### Clock network drawn from the DEF

Scale: 4 px per micron.
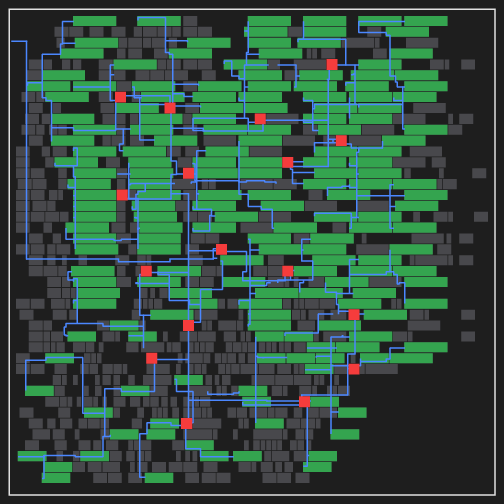
### Cell classes on the final placement

Scale: 3 px per micron. Fill, decap, tap and diode cells in gray.
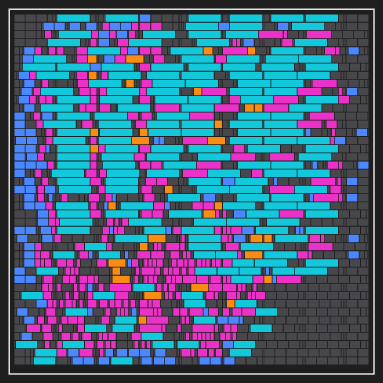
### Clock wiring as the flow saved it

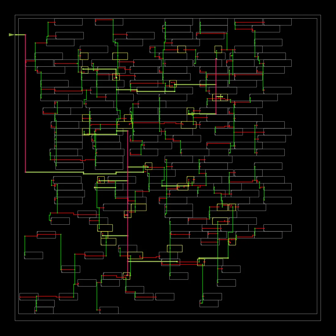
### Met2 routing

Scale: 3 px per micron. Cells faint in the background.
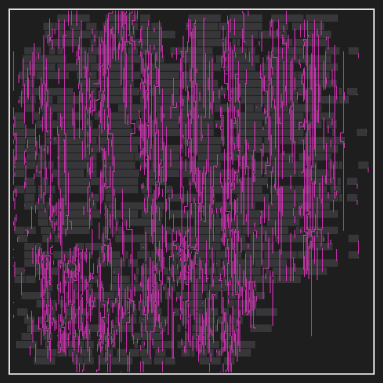
### Pin map

Scale: 2 px per micron. Pins as bars across the die edge, other pins in gray.
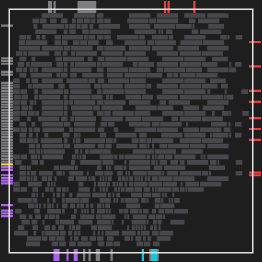
Design dest_merge, sky130hd; sources not shown.
==> results.sh <==
# yosys + openroad results
export IMPL_status="finished clean"
export IMPL_n_antenna_cell=1
export IMPL_cts_resized=0
export IMPL_synth_nets=612
export IMPL_ys_flop_type="edfxtp_1"
export IMPL_comb_area_sq_mm=0.00260
export IMPL_nClkBuffers=17
export IMPL_synth_area_per_cell_sq_um=14.4
export IMPL_pwr_share_comb=0.332
export IMPL_register_area_sq_mm=0.00504
export IMPL_seq_power_share=0.466
export IMPL_cts_tree="built"
export IMPL_syn2layout_area_growth_pct=19.5
export IMPL_cellLeakagePower_nw=3.25
export IMPL_tns_ns=0
export IMPL_holdWs_ns=0.408
export IMPL_edf_count=144
export IMPL_crit_arrival_ns=5.78
export IMPL_mostFrequentLayoutCell="edfxtp_1"
export IMPL_firstDrtPassIters=4
export IMPL_internal_power_w=0.00109
export IMPL_grt_antenna_before_repair=1
export IMPL_fp_util=0.564
export IMPL_root_buffer="clkbuf_4"
export IMPL_yosys_area_sq_mm=0.00779
export IMPL_setup_ws_ns=6.71
export IMPL_clockBufferDepth=2
export IMPL_drive_gt1_frac=0.124
export IMPL_ys_cells=543
export IMPL_crit_path_max_incr_delay_ns=0.54
export IMPL_tap_cells=180
export IMPL_min_path_type="flip-flop to flip-flop"
export IMPL_hold_buffers=0
export IMPL_largest_register_ff_count=96
export IMPL_cts_setup_buffers=0
export IMPL_viasPerCell=5.62
export IMPL_grt_setup_unrepaired="false"
export IMPL_path_class="primary input to flip-flop"
export IMPL_syn_inst=543
export IMPL_worst_pin_slew_ns=1.36
export IMPL_dp_cells=816
export IMPL_chip_area_sq_mm=0.0147
export IMPL_finalMaxSlewViolations=0
export IMPL_powerDensity_mw_per_mm2=184
export IMPL_r2r_cells=17
export IMPL_drtAntennaViolNets=0
export IMPL_hold_viol=0
export IMPL_grt_pass1_vias=4862
export IMPL_warnings=29
export IMPL_h_tree_depth=4
export IMPL_cts_reportedPaths_clkPinSlew_ns=0.17
export IMPL_wl_per_cell_microns=18.0
export IMPL_ys_async_sr_fraction=0
export IMPL_comb_multi_input_count=321
export IMPL_ys_types=43
export IMPL_required_ns=12.49
export IMPL_grt_max_degree=22
export IMPL_clock_tree_area_fraction=0.0355
export IMPL_core_area_sq_mm=0.0138
export IMPL_inverters=16
export IMPL_crit_chain="clkdlybuf4s50_1 -> nand2b_1 -> buf_2 -> a21oi_1 -> inv_1 -> fa_1 -> fa_1 -> inv_1 -> fa_1 -> nand2_1 -> or2_2 -> nor4_1 -> nor2_1 -> a311oi_1"
export IMPL_gp_congestion=0.872
export IMPL_layout_top_cells="edfxtp_1 (144), clkdlybuf4s50_1 (88), nor2_1 (54)"
export IMPL_n_fill_cell=965
export IMPL_drt_iter0_markers=414
export IMPL_dpl_cell_area_sq_mm=0.00898
export IMPL_drv_cap=0
export IMPL_max_freq_ghz=0.185
export IMPL_end_kind="flip-flop"
export IMPL_setup_violations_final=0
export IMPL_ys_warn_count=0
export IMPL_synth_area_sq_mm=0.00779
export IMPL_instances_no_fill=849
export IMPL_synth_largest_area_cell="edfxtp_1"
export IMPL_num_nets_final=724
export IMPL_critPathMaxFanout=9
export IMPL_comb_share=0.279
export IMPL_slew_limit_headroom=0.0928
export IMPL_startpoint_type="primary input"
export IMPL_drc_errors=0
export IMPL_cp_common_cell="fa_1"
export IMPL_reg2reg_slack_ns=6.75
export IMPL_buffer_area_frac=0.113
export IMPL_largest_class="registers"
export IMPL_synthTopCellsByArea="edfxtp_1 (55%), dfxtp_1 (9.2%), mux4_2 (6.9%), mux2i_1 (6.3%), and2_1 (4.2%)"
export IMPL_overflow=0
export IMPL_ios=89
export IMPL_finalCritPeriodShare=0.446
export IMPL_synth_seq_share=0.647
export IMPL_synth_top_area_share=0.555
export IMPL_ys_ff=180
export IMPL_switching_share=0.361
export IMPL_total_power_w=0.00171
export IMPL_place_hpwl_microns=11200
export IMPL_power_switching_w=0.000617
export IMPL_fin_crit_ns=5.39
export IMPL_crit_slowest_cell="nor4_1"
export IMPL_place_ws_ns=6.17
export IMPL_ir_drop_mv=0.0694
export IMPL_grt_usage=0.226
export IMPL_grt_pass1_wl_microns=24600
export IMPL_hold_depth=2
export IMPL_row_count=43
export IMPL_n_all_buffers=119
-- 'Clock network drawn from the DEF' (at the start) --
[flip-flops] green | count: 180
[clock wires] blue | length: 1760 microns
[clock-net drivers] red | count: 17
flops lie: widely spread
routed clock nets: 18
Clk pwr share: 0.201
insertion delay at the late pin of the worst-skew pair: 0.58 ns
clock network power: 0.000344 W

-- 'Cell classes on the final placement' (at the start) --
| class | color | cells | share of their area |
|---|---|---|---|
| clock drivers and dummy loads | orange | 32 | 3.6% |
| remaining logic cells | magenta | 337 | 29% |
| remaining buffers and delay cells | blue | 119 | 12% |
| registers | cyan | 180 | 56% |
fraction of area in registers: 0.541
final instance area: 0.00932 sq mm
Final Util: 0.674

-- 'Clock wiring as the flow saved it' (at the start) --
Sink Count: 180
flip-flops: 180
CTS Buf Count: 17

-- 'Met2 routing' (at the start) --
wire length on this layer: 7850 microns
main direction: vertical
longest straight run: 74.8 microns
share of all routed wire: 51%
nets with wire on the layer: 614
met2 Use GR: 0.384
detailed-route via count: 4769
final WL: 15300 microns

-- 'Pin map' (at the start) --
| port | color | pins | direction | edge |
|---|---|---|---|---|
| rst_n | yellow | 1 | input | left |
| out_data | red | 12 | output | 9 right, 3 top |
| drop_cnt | purple | 16 | output | 10 left, 6 bottom |
| fifo_count | cyan | 4 | output | bottom |
die height: 121 microns
chip width: 121 microns
Port Buffer Count: 88

[synth_stat cells (2+ instances only)]
cell type / instances
edfxtp_1: 144
nor2_1: 54
and2_1: 52
mux2i_1: 49
dfxtp_1: 36
mux4_2: 24
a21oi_1: 22
nand2_1: 19
inv_1: 15
clkbuf_1: 13
nand2b_1: 13
a311oi_1: 12
buf_2: 10
ha_1: 10
nor3_1: 7
a31oi_1: 5
o21ai_0: 5
a41oi_1: 4
fa_1: 4
nor2b_1: 4
xor2_1: 4
a211oi_1: 3
nand3_1: 3
nor4_1: 3
xnor2_1: 3
a21boi_0: 2
a21o_1: 2
buf_1: 2
nand4_1: 2
nand4_2: 2
or3_1: 2
or4_1: 2
[power groups by stage]
stage / registers, W / clock network [W] / logic, W
3_5_place_dp: 0.000812 / 0 / 0.000573
3_3_place_gp: 0.000804 / 0 / 0.000548
6_report: 0.000798 / 0.000344 / 0.000568
4_1_cts: 0.000798 / 0.000353 / 0.000576
5_1_grt: 0.000805 / 0.000377 / 0.000616
2_1_floorplan: 0.000821 / 0 / 0.000378
[cells by family after synthesis]
logic type               count (synthesis)  synth area share
AND-OR/OR-AND                           60            0.0520
flip-flops                             180             0.647
AND/OR/NAND/NOR                        167             0.112
multiplexers                            73             0.132
buffers and inverters                   42            0.0223
adder cells (fa/ha/maj)                 14            0.0263
XOR/XNOR                                 7           0.00787
[metal layers]
metal  wire length [microns]  GRT usage  vias up
met5                       0          0        -
met4                     225     0.0741        0
met3                     802     0.0493       23
met2                    7850      0.384      171
met1                    6400      0.289     2316
li1                        -          -     2259
[critical path, delay by kind of cell]
kind                       cells  cell delay, ns
and+or+nand+nor                5            1.36
adders and majority gates      3            1.21
buffers and inverters          4            0.78
AOI/OAI and AO/OA              2            0.62
No activity file was given, so power comes from the tool's default toggle rates.
